`config.mk`:
```
export PLATFORM = sky130hd
export DESIGN_NAME = switch_arbiter_rr_flat
export DESIGN_NICKNAME = d
export VERILOG_FILES = /design/src/rtl/switch_arbiter_rr_if.sv /design/src/rtl/switch_arbiter_rr.sv /design/src/flat_wrapper.sv
export SDC_FILE = /design/constraint.sdc
export NUM_CORES = 1
export LEC_CHECK = 0
export ABC_AREA = 1
export CAP_MARGIN = 20
export CELL_PAD_IN_SITES_DETAIL_PLACEMENT = 1
export CELL_PAD_IN_SITES_GLOBAL_PLACEMENT = 1
export CORE_ASPECT_RATIO = 2
export CORE_MARGIN = 5
export CORE_UTILIZATION = 35
export DETAILED_ROUTE_END_ITERATION = 12
export PLACE_DENSITY_LB_ADDON = 0.1
export SYNTH_ARGS = -nofsm -noshare
export SYNTH_HDL_FRONTEND = slang
export SYNTH_SLANG_ARGS = --single-unit
```
`constraint.sdc`:
```
create_clock -name core_clock -period 4.6 [get_ports core_clock]
set_input_delay 1.15 -clock core_clock [delete_from_list [all_inputs] [get_ports core_clock]]
set_output_delay 1.15 -clock core_clock [all_outputs]
set_load 0.05 [all_outputs]
```
`src/rtl/switch_arbiter_rr_if.sv`:
```
// Grant bundle between the per-port request logic (master) and the arbiter (slave).
// The arbiter drives the data-mux select (gnt/gnt_id) straight from these registered outputs.
interface switch_arbiter_rr_if #(
  parameter int N_PORTS = 9,
  parameter int ID_W    = $clog2(N_PORTS)
);
  // Handshake: req[i] is a level, held high for as long as port i wants the
  // shared output. Ownership begins on the edge after which gnt[i] reads high
  // and ends when req[i] is sampled low or the hold timeout fires. There is no
  // separate ready; gnt is the only acknowledgement.
  logic               rr_mode;
  logic               arb_en;
  logic [N_PORTS-1:0] req;
  logic [N_PORTS-1:0] gnt;
  logic               gnt_valid;
  logic [ID_W-1:0]    gnt_id;
  logic               preempt;
  logic               dbg_own;

  modport master (
    output rr_mode, arb_en, req,
    input  gnt, gnt_valid, gnt_id, preempt, dbg_own
  );

  modport slave (
    input  rr_mode, arb_en, req,
    output gnt, gnt_valid, gnt_id, preempt, dbg_own
  );
endinterface

```
`src/rtl/switch_arbiter_rr.sv`:
```
// N-port grant arbiter: fixed-priority or round-robin, zero-bubble hand-off,
// and an optional maximum-hold timeout that pre-empts a long-running owner.
module switch_arbiter_rr #(
  parameter int N_PORTS  = 9,
  parameter int MAX_HOLD = 0,
  localparam int ID_W    = $clog2(N_PORTS)
) (
  input  logic               core_clock,
  input  logic               core_rst_n,
  switch_arbiter_rr_if.slave bus
);

  localparam int HOLD_W = (MAX_HOLD < 2) ? 1 : $clog2(MAX_HOLD + 1);
  localparam logic [HOLD_W-1:0] HOLD_MAX = HOLD_W'(MAX_HOLD);
  localparam logic [HOLD_W-1:0] HOLD_ONE = HOLD_W'(1);
  localparam logic [ID_W:0]     N_W      = (ID_W + 1)'(N_PORTS);
  localparam logic [ID_W:0]     ONE_W    = (ID_W + 1)'(1);
  localparam logic [ID_W-1:0]   LAST_ID  = ID_W'(N_PORTS - 1);
  localparam logic [N_PORTS-1:0] ONE_N   = N_PORTS'(1);

  typedef enum logic {IDLE = 1'b0, OWN = 1'b1} state_t;

  state_t             state_q, state_d;
  logic [N_PORTS-1:0] gnt_q, gnt_d;
  logic [ID_W-1:0]    gnt_id_q, gnt_id_d;
  logic [ID_W-1:0]    rr_ptr_q, rr_ptr_d;
  logic [HOLD_W-1:0]  hold_q, hold_d;
  logic               gnt_valid_q;
  logic               preempt_q, preempt_d;

  logic [N_PORTS-1:0]   cand;
  logic [2*N_PORTS-1:0] cand2;
  logic [N_PORTS-1:0]   rot;
  logic [ID_W:0]        rr_shift;
  logic [ID_W:0]        rr_sum;
  logic [ID_W-1:0]      rr_off;
  logic [ID_W-1:0]      fp_id;
  logic [ID_W-1:0]      win_id;
  logic                 win_found;
  logic                 owner_req;
  logic                 timeout;

  function automatic logic [ID_W-1:0] lowest_set(input logic [N_PORTS-1:0] v);
    logic [ID_W-1:0] r;
    r = '0;
    for (int i = N_PORTS - 1; i >= 0; i--) begin
      if (v[i]) r = ID_W'(i);
    end
    return r;
  endfunction

  // The current owner is masked out, so a releasing or timed-out port can
  // never win the arbitration that removes it. In IDLE gnt_q is zero.
  always_comb begin
    cand      = bus.req & ~gnt_q;
    win_found = |cand;
    fp_id     = lowest_set(cand);
    // Round-robin: rotate a doubled copy so the search starts at rr_ptr+1,
    // then map the offset back to a port index modulo N_PORTS.
    cand2     = {cand, cand};
    rr_shift  = {1'b0, rr_ptr_q} + ONE_W;
    rot       = N_PORTS'(cand2 >> rr_shift);
    rr_off    = lowest_set(rot);
    rr_sum    = {1'b0, rr_ptr_q} + {1'b0, rr_off} + ONE_W;
    if (rr_sum >= N_W) rr_sum = rr_sum - N_W;
    win_id    = bus.rr_mode ? rr_sum[ID_W-1:0] : fp_id;
  end

  assign owner_req = |(bus.req & gnt_q);
  assign timeout   = (MAX_HOLD != 0) && (hold_q == HOLD_MAX) && owner_req;

  always_comb begin
    state_d   = state_q;
    gnt_d     = gnt_q;
    gnt_id_d  = gnt_id_q;
    rr_ptr_d  = rr_ptr_q;
    hold_d    = hold_q;
    preempt_d = 1'b0;
    unique case (state_q)
      IDLE: begin
        if (bus.arb_en && win_found) begin
          state_d  = OWN;
          gnt_d    = ONE_N << win_id;
          gnt_id_d = win_id;
          rr_ptr_d = win_id;
          hold_d   = HOLD_ONE;
        end
      end
      OWN: begin
        if (owner_req && !timeout) begin
          if (hold_q != '1) hold_d = hold_q + HOLD_ONE;
        end else begin
          // Release and timeout share one path; only preempt tells them apart.
          preempt_d = timeout;
          if (bus.arb_en && win_found) begin
            gnt_d    = ONE_N << win_id;
            gnt_id_d = win_id;
            rr_ptr_d = win_id;
            hold_d   = HOLD_ONE;
          end else begin
            state_d  = IDLE;
            gnt_d    = '0;
            gnt_id_d = '0;
            hold_d   = '0;
          end
        end
      end
      default: begin
        state_d  = IDLE;
        gnt_d    = '0;
        gnt_id_d = '0;
        hold_d   = '0;
      end
    endcase
  end

  always_ff @(posedge core_clock or negedge core_rst_n) begin
    if (!core_rst_n) begin
      state_q     <= IDLE;
      gnt_q       <= '0;
      gnt_id_q    <= '0;
      rr_ptr_q    <= LAST_ID;
      hold_q      <= '0;
      gnt_valid_q <= 1'b0;
      preempt_q   <= 1'b0;
    end else begin
      state_q     <= state_d;
      gnt_q       <= gnt_d;
      gnt_id_q    <= gnt_id_d;
      rr_ptr_q    <= rr_ptr_d;
      hold_q      <= hold_d;
      gnt_valid_q <= |gnt_d;
      preempt_q   <= preempt_d;
    end
  end

  assign bus.gnt       = gnt_q;
  assign bus.gnt_valid = gnt_valid_q;
  assign bus.gnt_id    = gnt_id_q;
  assign bus.preempt   = preempt_q;
  assign bus.dbg_own   = (state_q == OWN);

endmodule

```
`src/flat_wrapper.sv`:
```
// flat-port wrapper written by rule: the top's interface ports become plain ports
module switch_arbiter_rr_flat 
#(
  parameter int N_PORTS  = 9,
  parameter int MAX_HOLD = 0,
  localparam int ID_W    = $clog2(N_PORTS)
)
  (core_clock, core_rst_n, bus_rr_mode, bus_arb_en, bus_req, bus_gnt, bus_gnt_valid, bus_gnt_id, bus_preempt, bus_dbg_own);
  switch_arbiter_rr_if #(.N_PORTS(N_PORTS)) bus_i ();
  input  logic core_clock;
  input  logic core_rst_n;
  input wire logic [$bits(bus_i.rr_mode)-1:0] bus_rr_mode;
  input wire logic [$bits(bus_i.arb_en)-1:0] bus_arb_en;
  input wire logic [$bits(bus_i.req)-1:0] bus_req;
  output wire logic [$bits(bus_i.gnt)-1:0] bus_gnt;
  output wire logic [$bits(bus_i.gnt_valid)-1:0] bus_gnt_valid;
  output wire logic [$bits(bus_i.gnt_id)-1:0] bus_gnt_id;
  output wire logic [$bits(bus_i.preempt)-1:0] bus_preempt;
  output wire logic [$bits(bus_i.dbg_own)-1:0] bus_dbg_own;
  assign bus_i.rr_mode = bus_rr_mode;
  assign bus_i.arb_en = bus_arb_en;
  assign bus_i.req = bus_req;
  assign bus_gnt = bus_i.gnt;
  assign bus_gnt_valid = bus_i.gnt_valid;
  assign bus_gnt_id = bus_i.gnt_id;
  assign bus_preempt = bus_i.preempt;
  assign bus_dbg_own = bus_i.dbg_own;
  switch_arbiter_rr #(.N_PORTS(N_PORTS), .MAX_HOLD(MAX_HOLD)) u_core (.core_clock(core_clock), .core_rst_n(core_rst_n), .bus(bus_i));
endmodule
```
### Track usage over the die

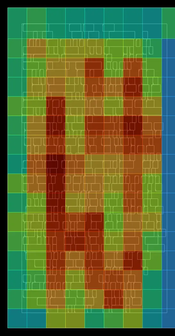
GRT Util Overall: 21.1%
detailed-route wire length per cell: 17.2 microns
layer with the highest usage: met2
final design utilization: 56.0%

### Cells colored by class

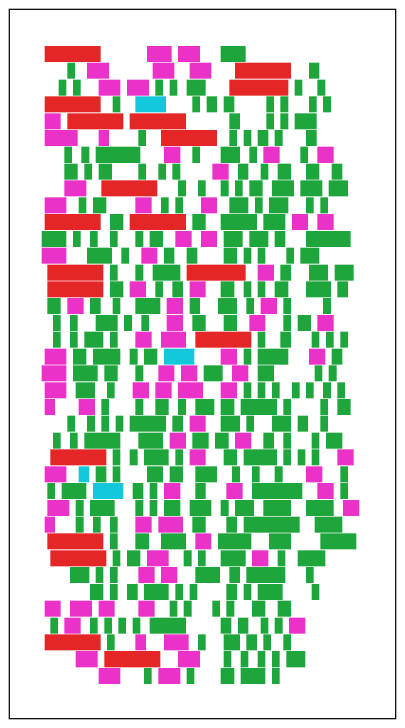
color	class	cells	share of their area
magenta	remaining buffers and delay cells	81	23%
cyan	clock drivers and dummy loads	4	1.6%
green	remaining logic cells	286	59%
red	registers	19	16%
flop share of the area: 15.9%
Finished Cell Area: 0.00301 sq mm
site row count: 38
core footprint: 0.00537 sq mm

### Routed metal per tile

Scale bar: 20 microns. The die is cut into 12 by 23 equal tiles; dark blue is low, red is high, scaled to the fullest tile. Values are wire area over tile area, all layers added.
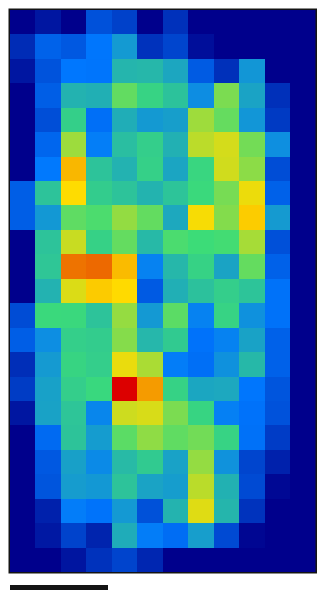
mean over tiles	0.18
fullest tile	0.58
tiles over half the peak	18%

### Register map, names as in the netlist

Scale bar: 20 microns.
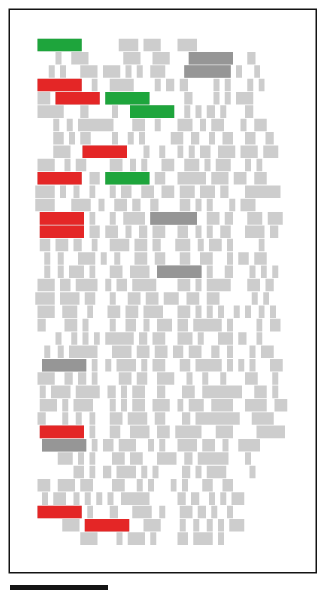
color	netlist name	sequential cells
green	u_core.bus.gnt_id	4
red	u_core.bus.gnt	9
not colored	6

### Signal wires by layer

Scale bar: 20 microns.
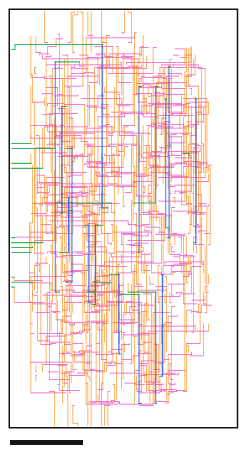
color	layer	wire length
orange	M2	4620 microns
magenta	M1	2430 microns
blue	M4	541 microns
green	M3	160 microns
via count: 2376
final wirelength: 7750 microns

==> flow_summary.json <==
{
  "status": "finished, final reports clean",
  "syn_inst": 310,
  "place_area_sq_mm": 0.00251,
  "num_antenna_cells": 0,
  "fp_nets": 330,
  "worstReg2RegStart": "u_core.rr_ptr_q[0]$_DFFE_PN0P_",
  "ys_cells": 310,
  "postSynthSeqShare_pct": 24.9,
  "synth_cell_types": 43,
  "post-synth-top-area-cell": "dfrtp_1",
  "tightest_slew_ns": 0.919,
  "critPathKind": "in2reg",
  "die_h_microns": 115,
  "clock_skew_ns": 0.00115,
  "async_flop_share_pct": 100,
  "die_area_sq_mm": 0.00713,
  "fin_crit_sh_pct": 96.4,
  "first_iter_violations": 60,
  "grt_pass1_wl_microns": 11900,
  "cpPeakStageDelay_ns": 0.57,
  "min_from": "u_core.bus.gnt_id[3]$_DFFE_PN0P_",
  "simple_gate_share_pct": 41.2,
  "crit_top_cell": "nand2_1",
  "final_cell_mix": "nand2_1 (89), buf_4 (51), inv_1 (29)",
  "drive_gt1_share_pct": 42.6,
  "endpoint": "u_core.bus.gnt_valid$_DFF_PN0_",
  "min_path_cells": 2,
  "cts_num_sinks": 19,
  "clk_path_buf_depth": 2,
  "grt_max_degree": 20,
  "antenna_found_initial": 0,
  "dp.cells": 430,
  "vias_per_cell": 5.28,
  "setup-violations-final": 0,
  "crit_buf_inv": 5,
  "grt_pass1_vias": 2616,
  "hold_buffers": 0,
  "cts_made_buffers": 3,
  "lay_top_count": "nand2_1",
  "fp_util_pct": 35.6,
  "netlist.area_leader.share_pct": 23.5,
  "tns_ns": 0,
  "slew_violations": 0,
  "startpoint": "bus_req[7]",
  "cp.required_ns": 4.82,
  "warning_count": 27,
  "crit_fanout": 6,
  "cts.repair.resized": 66,
  "synth-main-ff-cell": "dfrtp_1",
  "die_w_microns": 62.3,
  "top_cells_by_area": "dfrtp_1 (24%), nand2_1 (21%), inv_1 (7.8%)",
  "instances_no_fill": 450,
  "r2r_end": "u_core.bus.gnt_valid$_DFF_PN0_"
}
-- per-layer routing --
metal | vias to the layer above | GRT usage (%) | share of wire [%]
met5 | - | 0 | 0
met1 | 1144 | 16.9 | 31
met3 | 34 | 2.75 | 2.1
met2 | 52 | 43.1 | 60
li1 | 1146 | - | -
met4 | 0 | 16.6 | 7.0
-- registers in the layout, indices dropped and copies added, names as in the netlist --
name	cells
u_core.bus.gnt_id	4
u_core.bus.gnt	9
u_core.bus.dbg_own	1
u_core.rr_ptr_q	4
u_core.bus.gnt_valid	1
-- cell type report --
class                   instances  area (sq um)
clock buffers                   3          41.3
multi-input cells             240          1560
flip-flops and latches         19           478
well taps                      60          75.1
inverters                      46           178
fillers                       714          2360
clock inverters                 1          5.00
repair buffers                 81           677
